`src/rtl/video_pkg.sv`:
```
// Shared video types and constants for the pattern generators.
// Border overlay in bounce_box_pg is enabled with BOUNCE_BORDER_EN.
package video_pkg;

  typedef struct packed {
    logic [7:0] r;
    logic [7:0] g;
    logic [7:0] b;
  } rgb_t;

  typedef enum logic {
    DIR_POS = 1'b0,
    DIR_NEG = 1'b1
  } dir_e;

  localparam int H_AREA = 640;
  localparam int V_AREA = 480;

  localparam logic [7:0] BG_GREY = 8'h20;

  localparam rgb_t PALETTE [8] = '{
    24'hFFFFFF, 24'hFF0000, 24'h00FF00, 24'h0000FF,
    24'hFFFF00, 24'h00FFFF, 24'hFF00FF, 24'hFF8000
  };

endpackage

```
`src/rtl/bounce_axis.sv`:
```
// One axis of the bouncing box: position and direction.
// Updates only on an unpaused frame tick; flip pulses on a wall hit.
module bounce_axis
  import video_pkg::*;
#(
  parameter int AREA = 640,
  parameter int BOX  = 32
) (
  input  logic        clock,
  input  logic        rst,
  input  logic        tick,
  input  logic        pause,
  input  logic [10:0] step,
  output logic [9:0]  pos,
  output logic        flip
);

  localparam logic [10:0] LIM = 11'(AREA - BOX);

  logic [9:0]  pos_q, pos_d;
  dir_e        dir_q, dir_d;
  logic [10:0] sum;

  assign sum = {1'b0, pos_q} + step;

  always_ff @(posedge clock or posedge rst) begin
    if (rst) begin
      pos_q <= '0;
      dir_q <= DIR_POS;
    end else begin
      pos_q <= pos_d;
      dir_q <= dir_d;
    end
  end

  always_comb begin
    pos_d = pos_q;
    dir_d = dir_q;
    flip  = 1'b0;
    if (tick && !pause) begin
      unique case (dir_q)
        DIR_POS: begin
          if (sum >= LIM) begin
            pos_d = LIM[9:0];
            dir_d = DIR_NEG;
            flip  = 1'b1;
          end else begin
            pos_d = sum[9:0];
          end
        end
        DIR_NEG: begin
          if ({1'b0, pos_q} <= step) begin
            pos_d = '0;
            dir_d = DIR_POS;
            flip  = 1'b1;
          end else begin
            pos_d = pos_q - step[9:0];
          end
        end
        default: ;
      endcase
    end
  end

  assign pos = pos_q;

endmodule

```
`src/rtl/bounce_box_pg.sv`:
```
// Bouncing-box pattern generator behind the vtc; 1-cycle output latency.
// Define BOUNCE_BORDER_EN to draw a white frame around the active area.
module bounce_box_pg
  import video_pkg::*;
#(
  parameter int hArea = H_AREA,
  parameter int vArea = V_AREA,
  parameter int BOX   = 32,
  parameter int STEP  = 2
) (
  input  logic       clock,
  input  logic       rst,
  input  logic [9:0] hPixel,
  input  logic [9:0] vLine,
  input  logic       vActive,
  input  logic       hSync,
  input  logic       vSync,
  input  logic [2:0] SW,
  output logic [7:0] RED,
  output logic [7:0] GRN,
  output logic [7:0] BLU,
  output logic       hSyncOut,
  output logic       vSyncOut
);

  logic        tick;
  logic [10:0] step;
  logic [9:0]  x, y;
  logic        flip_x, flip_y;
  logic [2:0]  colour_q, colour_d;
  rgb_t        rgb_q, rgb_d;
  logic        hs_q, vs_q;
  logic        in_x, in_y;

  // First blanking line, so the box never moves mid-frame.
  assign tick = (vLine == 10'(vArea)) && (hPixel == '0);
  assign step = SW[1] ? 11'(2 * STEP) : 11'(STEP);

  bounce_axis #(.AREA(hArea), .BOX(BOX)) u_x (
    .clock (clock),
    .rst   (rst),
    .tick  (tick),
    .pause (SW[0]),
    .step  (step),
    .pos   (x),
    .flip  (flip_x)
  );

  bounce_axis #(.AREA(vArea), .BOX(BOX)) u_y (
    .clock (clock),
    .rst   (rst),
    .tick  (tick),
    .pause (SW[0]),
    .step  (step),
    .pos   (y),
    .flip  (flip_y)
  );

  assign colour_d = (flip_x || flip_y) ? colour_q + 3'd1 : colour_q;

  assign in_x = ({1'b0, hPixel} >= {1'b0, x}) &&
                ({1'b0, hPixel} < {1'b0, x} + 11'(BOX));
  assign in_y = ({1'b0, vLine} >= {1'b0, y}) &&
                ({1'b0, vLine} < {1'b0, y} + 11'(BOX));

`ifdef BOUNCE_BORDER_EN
  logic border;
  assign border = (hPixel == '0) || (hPixel == 10'(hArea - 1)) ||
                  (vLine == '0)  || (vLine == 10'(vArea - 1));
`endif

  always_comb begin
    rgb_d = '0;
    if (vActive) begin
      if (in_x && in_y) begin
        rgb_d = PALETTE[colour_q];
      end
`ifdef BOUNCE_BORDER_EN
      else if (border) begin
        rgb_d = 24'hFFFFFF;
      end
`endif
      else if (SW[2]) begin
        rgb_d = '{r: BG_GREY, g: BG_GREY, b: BG_GREY};
      end
    end
  end

  always_ff @(posedge clock or posedge rst) begin
    if (rst) begin
      colour_q <= '0;
      rgb_q    <= '0;
      hs_q     <= 1'b1;
      vs_q     <= 1'b1;
    end else begin
      colour_q <= colour_d;
      rgb_q    <= rgb_d;
      hs_q     <= hSync;
      vs_q     <= vSync;
    end
  end

  assign RED      = rgb_q.r;
  assign GRN      = rgb_q.g;
  assign BLU      = rgb_q.b;
  assign hSyncOut = hs_q;
  assign vSyncOut = vs_q;

endmodule

```
`config.mk`:
```
export PLATFORM = sky130hd
export DESIGN_NAME = bounce_box_pg
export DESIGN_NICKNAME = d
export VERILOG_FILES = /design/src/rtl/video_pkg.sv /design/src/rtl/bounce_axis.sv /design/src/rtl/bounce_box_pg.sv
export SDC_FILE = /design/constraint.sdc
export NUM_CORES = 1
export LEC_CHECK = 0
export CAP_MARGIN = 20
export CORE_MARGIN = 4
export CORE_UTILIZATION = 55
export DETAILED_ROUTE_END_ITERATION = 6
export PLACE_DENSITY = 0.83
export REMOVE_ABC_BUFFERS = 1
export SETUP_SLACK_MARGIN = 0.02
export SLEW_MARGIN = 30
export SYNTH_ARGS = -nofsm -noshare
export SYNTH_HDL_FRONTEND = slang
export SYNTH_SLANG_ARGS = --single-unit
```
`constraint.sdc`:
```
create_clock -name clock -period 3.15 [get_ports clock]
set_input_delay 0.315 -clock clock [delete_from_list [all_inputs] [get_ports clock]]
set_output_delay 0.315 -clock clock [all_outputs]
set_load 0.02 [all_outputs]
```
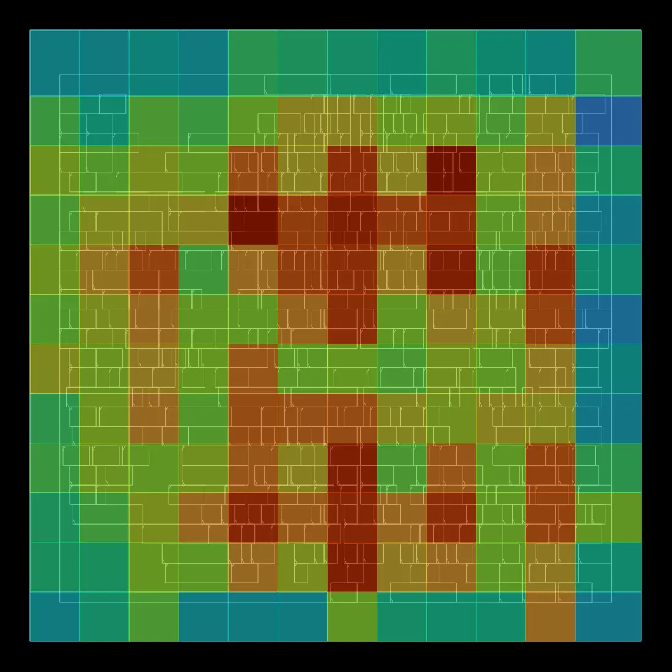
Fig. 1. Congestion heat map (run 1).
GRT Total Usage: 0.2413
GRT busiest layer: met2
met2 GRT Util: 0.3566
Util after Layout: 0.6924
M1 GR Usage: 0.3267

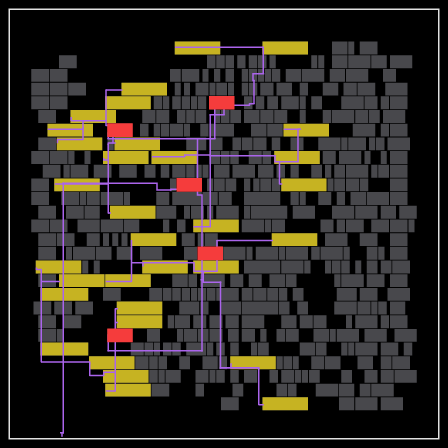
Fig. 2. Clock network drawn from the DEF (run 1).
Key: clock-net drivers = red [count 5]; flip-flops = yellow [count 32]; clock wires = purple [length 507 µm]
There are 6 routed clock nets.
clk pwr: 0.358 mW
worst skew pair latency: 0.29 ns

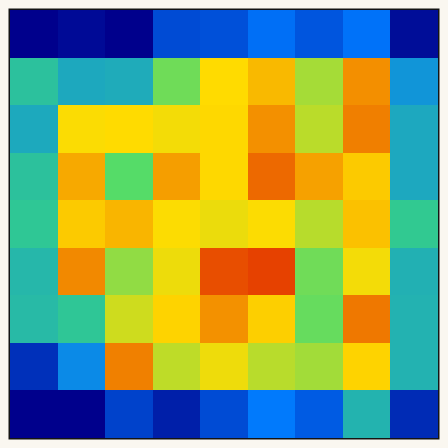
Fig. 3. Cell area per tile (run 1).
9 x 9 tiles, from dark blue (low) to red (high), 0 to 100% covered.
The densest ninth of the die: center. The fullest tile reaches 93%. 4.9% of the tiles are nearly empty. The mean over all tiles is 53%.
core area: 0.005642 mm²
starting density of the core: 0.5793

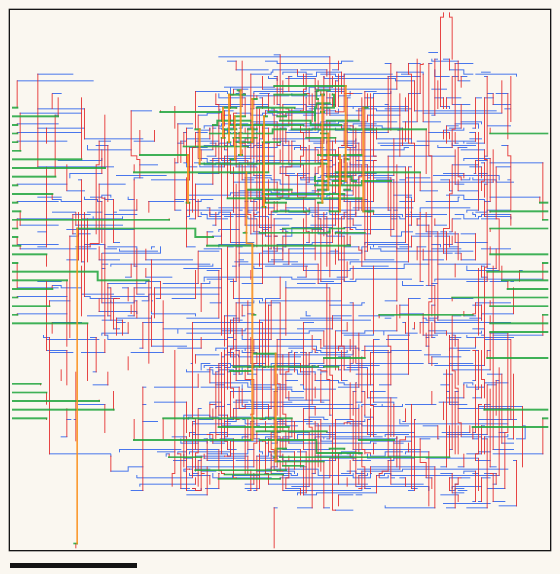
Fig. 4. Wiring by layer (run 1).
Scale bar: 20 µm.
Key: M4 = orange [wire length 239 µm]; M2 = red [wire length 3580 µm]; M3 = green [wire length 909 µm]; M1 = blue [wire length 3700 µm]
average routed wire per standard cell: 16.76 µm
final WL: 8.428 mm

==> reports/qor.csv, run 1 <==
metric;value;unit
top routing layer used;met4;
Net Switching;0.2308;mW
via count;3144;
combinational gates;289;
Final period util;0.9530;
OpenROAD warnings;38;
Internal;0.6910;mW
Worst Setup Start Kind;primary input;
Taps Inserted;72;
ys cells;389;
Num CTS Buffers;5;
Nets;507;
Final Hold Fails;0;
Max Buffers Root-to-Sink;2;
placed cell area;0.003806;mm²
R2R cell count;9;
Sw Ratio;0.2503;
initial antenna violation count;0;
number of enable flip-flop cells;0;
Synth Flop Type;dfrtp_1;
metal3 WL;909;µm
DR vias/cell;6.250;
leakage;1.647;nW
DIE WIDTH;85.09;µm
flip-flops;32;
status;completed;
Logic power comb;0.146;mW
1st-iter DRT viols;342;
Storage cell area;803.3;µm²
Placement Rows;27;
global-route wire length before repair;14.37;mm
grt ovf;0;
logic area;0.002135;mm²
final setup fails;0;
largest net degree at the start of global routing;28;
Clock buf/inv share;0.02562;
Worst setup EP type;register;
hold slack;0.4066;ns
Syn Area/Cell;8.401;µm²
run 1: worst max-delay path: stages:
cell and delay (ns):
clkdlybuf4s50_1 0.45, inv_1 0.19, ha_1 0.21, fa_1 0.26, nand3_1 0.19, or3_1 0.40
o211ai_1 0.13, o31ai_1 0.14, buf_4 0.17, and2_1 0.21, a221oi_1 0.41, a21oi_1 0.09
run 1: cell families after synthesis:
logic type | synth area share
mux | 0.01914
flops | 0.2458
compound gates | 0.2324
fa+ha+maj | 0.1968
buf+inv | 0.1011
xor+xnor | 0.03484
simple gates | 0.1700
run 1: per-layer routing:
layer | vias to the layer above | GRT usage
li1 | 1474 | -
met1 | 1431 | 0.3267
met5 | - | 0
met2 | 203 | 0.3566
met4 | 0 | 0.1036
met3 | 36 | 0.07087
==> inputs of run 2 (changes only) <==
--- a/config.mk
+++ b/config.mk
@@ -12,6 +12,7 @@
 export PLACE_DENSITY = 0.83
 export REMOVE_ABC_BUFFERS = 1
 export SETUP_SLACK_MARGIN = 0.02
+export SKIP_LAST_GASP = 1
 export SLEW_MARGIN = 30
 export SYNTH_ARGS = -nofsm -noshare
 export SYNTH_HDL_FRONTEND = slang
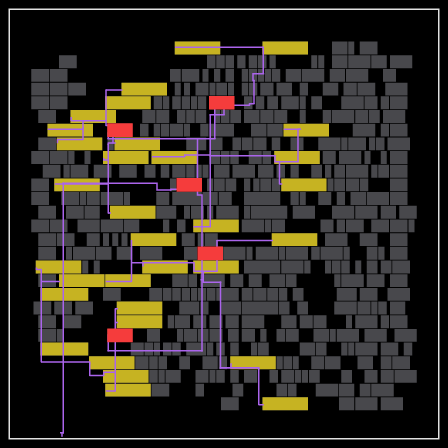
Fig. 5. Clock network drawn from the DEF (run 2).
Key: clock-net drivers = red [count 5]; clock wires = purple [length 507 µm]; flip-flops = yellow [count 32]
There are 6 routed clock nets.
Final Skew: 0.01545 ns
Clk pwr share: 0.388

==> run 2 against run 1 <==
Sequential share of layout area unchanged; critical path depth unchanged; register-to-register slack about the same; non-clock buffer count unchanged; clock power about the same; utilization unchanged.
==> reports/qor.csv, run 2 <==
metric;value;unit;change
grt ovf;0;;unchanged
Clock buf/inv share;0.02562;;unchanged
R2R cell count;9;;unchanged
1st-iter DRT viols;342;;unchanged
metal3 WL;909;µm;unchanged
slowest cell delay on critical path;0.45;ns;about the same
GRT busiest layer;met2;;unchanged
Internal;0.6910;mW;unchanged
Placement Rows;27;;unchanged
status;completed;;unchanged
family with the most delay on the worst path;buffers and inverters;;unchanged
top logic cell family in the synthesized netlist;AND-OR/OR-AND gates;;unchanged
largest net degree at the start of global routing;28;;unchanged
starting density of the core;0.5793;;unchanged
Max Buffers Root-to-Sink;2;;unchanged
Synth Flop Type;dfrtp_1;;unchanged
yosys aoi share;0.2324;;unchanged
worst skew pair latency;0.29;ns;about the same
global-route wire length before repair;14.37;mm;unchanged
leakage;1.647;nW;unchanged
average routed wire per standard cell;16.76;µm;unchanged
Simple-Gate Fraction of Synth Area;0.1700;;unchanged
met3 usage;0.07087;;unchanged
final setup fails;0;;unchanged
run 2: through the flow:
step,utilization,instances,instance area (µm²)
5_1_grt,0.6924,503,3906
3_3_place_gp,0.6747,495,3806
4_1_cts,0.6924,503,3906
2_1_floorplan,-,353,3058
3_5_place_dp,0.6747,495,3806
6_report,0.6924,503,3906
run 2: worst max-delay path by stage:
stage	end	slack (ns)	depth (start not counted)
4_1_cts	colour_q[1]$_DFFE_PP0P_	0.24	10
6_report	u_x.pos[2]$_DFFE_PP0P_	0.15	12
3_5_place_dp	colour_q[1]$_DFFE_PP0P_	-0.06	10
5_1_grt	u_x.pos[2]$_DFFE_PP0P_	0.02	11
3_3_place_gp	colour_q[1]$_DFFE_PP0P_	0.03	10
2_1_floorplan	colour_q[1]$_DFFE_PP0P_	0.41	10
Fig. 6: run 2, wiring by layer
Scale bar: 20 µm.
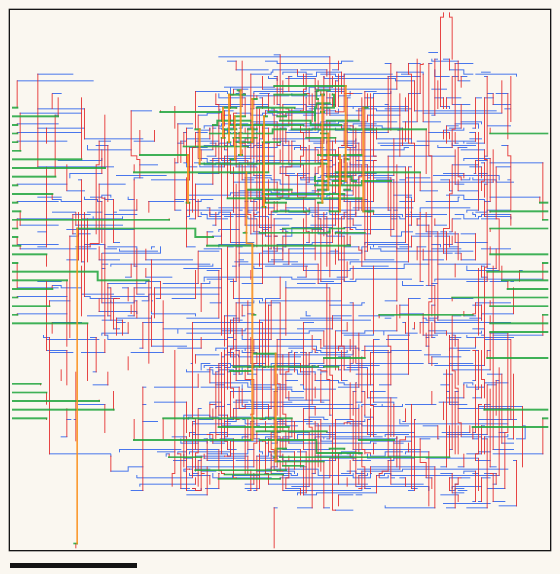

==> inputs of run 3 (changes only) <==
--- a/config.mk
+++ b/config.mk
@@ -6,12 +6,12 @@
 export NUM_CORES = 1
 export LEC_CHECK = 0
 export CAP_MARGIN = 20
-export CORE_MARGIN = 4
+export CORE_MARGIN = 1.5
 export CORE_UTILIZATION = 55
 export DETAILED_ROUTE_END_ITERATION = 6
 export PLACE_DENSITY = 0.83
 export REMOVE_ABC_BUFFERS = 1
-export SETUP_SLACK_MARGIN = 0.02
+export SETUP_SLACK_MARGIN = 0.4
 export SKIP_LAST_GASP = 1
 export SLEW_MARGIN = 30
 export SYNTH_ARGS = -nofsm -noshare
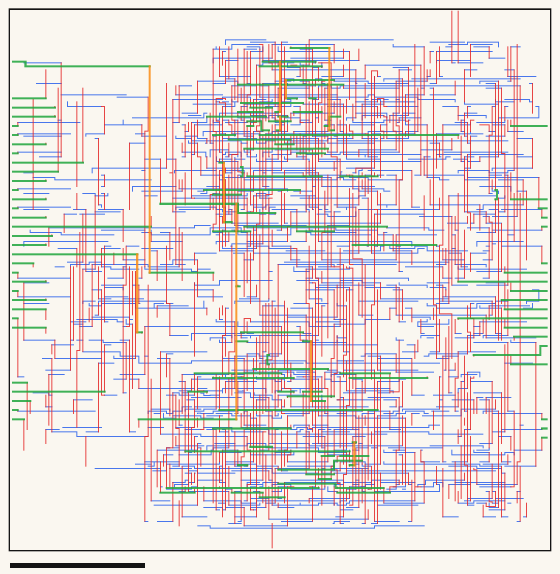
Fig. 7. Wiring by layer (run 3).
Scale bar: 20 µm.
Key: M3 = green [wire length 785 µm]; M2 = red [wire length 4030 µm]; M4 = orange [wire length 120 µm]; M1 = blue [wire length 3990 µm]
GRT Total Usage: 0.2792
final WL: 8.917 mm
via count: 3211
average routed wire per standard cell: 17.35 µm

==> run 3 against run 2 <==
Synthesized cell count stayed put; via count grew 2.1%; sequential cell count is the same; clock power up 2%; first-iteration DRC count rose by 8.5%; critical path depth down 4; die area is 11% lower; worst hold slack got worse by 0.0032 ns; final area increased by 5.8%; synthesized area did not move; non-clock buffer count is 11 higher; sequential power is essentially flat.
==> reports/qor.csv, run 3 <==
metric;value;unit;change
Syn Area/Cell;8.401;µm²;unchanged
final setup fails;0;;unchanged
Final Skew;0.01247;ns;was 0.01545 ns
starting density of the core;0.5828;;was 0.5793
Worst Setup Start Kind;register;;was primary input
grt ovf;0;;unchanged
slowest cell delay on critical path;0.43;ns;was 0.45 ns
Storage cell area;805.8;µm²;was 803.3 µm²
CP Cell Sequence;ha_4 > fa_2 > and3_4 > o41ai_4 > o31ai_2 > mux2_4 > a21oi_4 > mux2_4;;was clkdlybuf4s50_1 > inv_1 > ha_1 > fa_1 > nand3_1 > or3_1 > o211ai_1 > o31ai_1 > buf_4 > and2_1 > a221oi_1 > a21oi_1
met3 usage;0.05341;;was 0.07087
OpenROAD warnings;38;;unchanged
met2 GRT Util;0.4588;;was 0.3566
leakage;1.719;nW;was 1.647 nW
Synth mux share;0.01914;;unchanged
Internal;0.6950;mW;was 0.6910 mW
Placement Rows;27;;unchanged
Util after Layout;0.7372;;was 0.6924
largest net degree at the start of global routing;28;;unchanged
Sw Ratio;0.2590;;was 0.2503
1st-iter DRT viols;371;;was 342
design area;0.004134;mm²;was 0.003906 mm²
DIE WIDTH;80.09;µm;was 85.09 µm
metal3 WL;785;µm;was 909 µm
Worst setup EP type;register;;unchanged
Num CTS Buffers;5;;unchanged
status;completed;;unchanged
CP max-delay cell;dfrtp_1;;was clkdlybuf4s50_1
placed cell area;0.003814;mm²;was 0.003806 mm²
top routing layer used;met4;;unchanged
Final Non-Filler Cells;514;;was 503
placed cells;496;;was 495
Stages on worst setup path;8;;was 12
Clk pwr share;0.389;;was 0.388
yosys aoi share;0.2324;;unchanged
worst skew pair latency;0.29;ns;about the same
GRT busiest layer;met2;;unchanged
hold slack;0.4034;ns;was 0.4066 ns
R2R cell count;8;;was 9
initial antenna violation count;0;;unchanged
ys cells;389;;unchanged
-- run 3: cell counts after synthesis --
Identical to the previous run, type by type.
-- run 3: power by group through the flow --
| stage | Sequential, mW | Clock (mW) | Combinational [mW] |
|---|---|---|---|
| finish | 0.418 | 0.365 | 0.156 |
| detailed placement | 0.425 | 0 | 0.148 |
| floorplan | 0.434 | 0 | 0.0588 |
| global placement | 0.425 | 0 | 0.142 |
| CTS | 0.418 | 0.368 | 0.150 |
| global route | 0.418 | 0.385 | 0.171 |
-- run 3: final cells by class --
| class | instances | share of cell area |
|---|---|---|
| clock buffers | 8 | 0.02421 |
| multi-input cells | 289 | 0.5508 |
| inverters | 32 | 0.02906 |
| repair buffers | 81 | 0.1792 |
| flip-flops and latches | 32 | 0.1949 |
| well taps | 72 | 0.02179 |
Power and IR drop assume default switching activity.
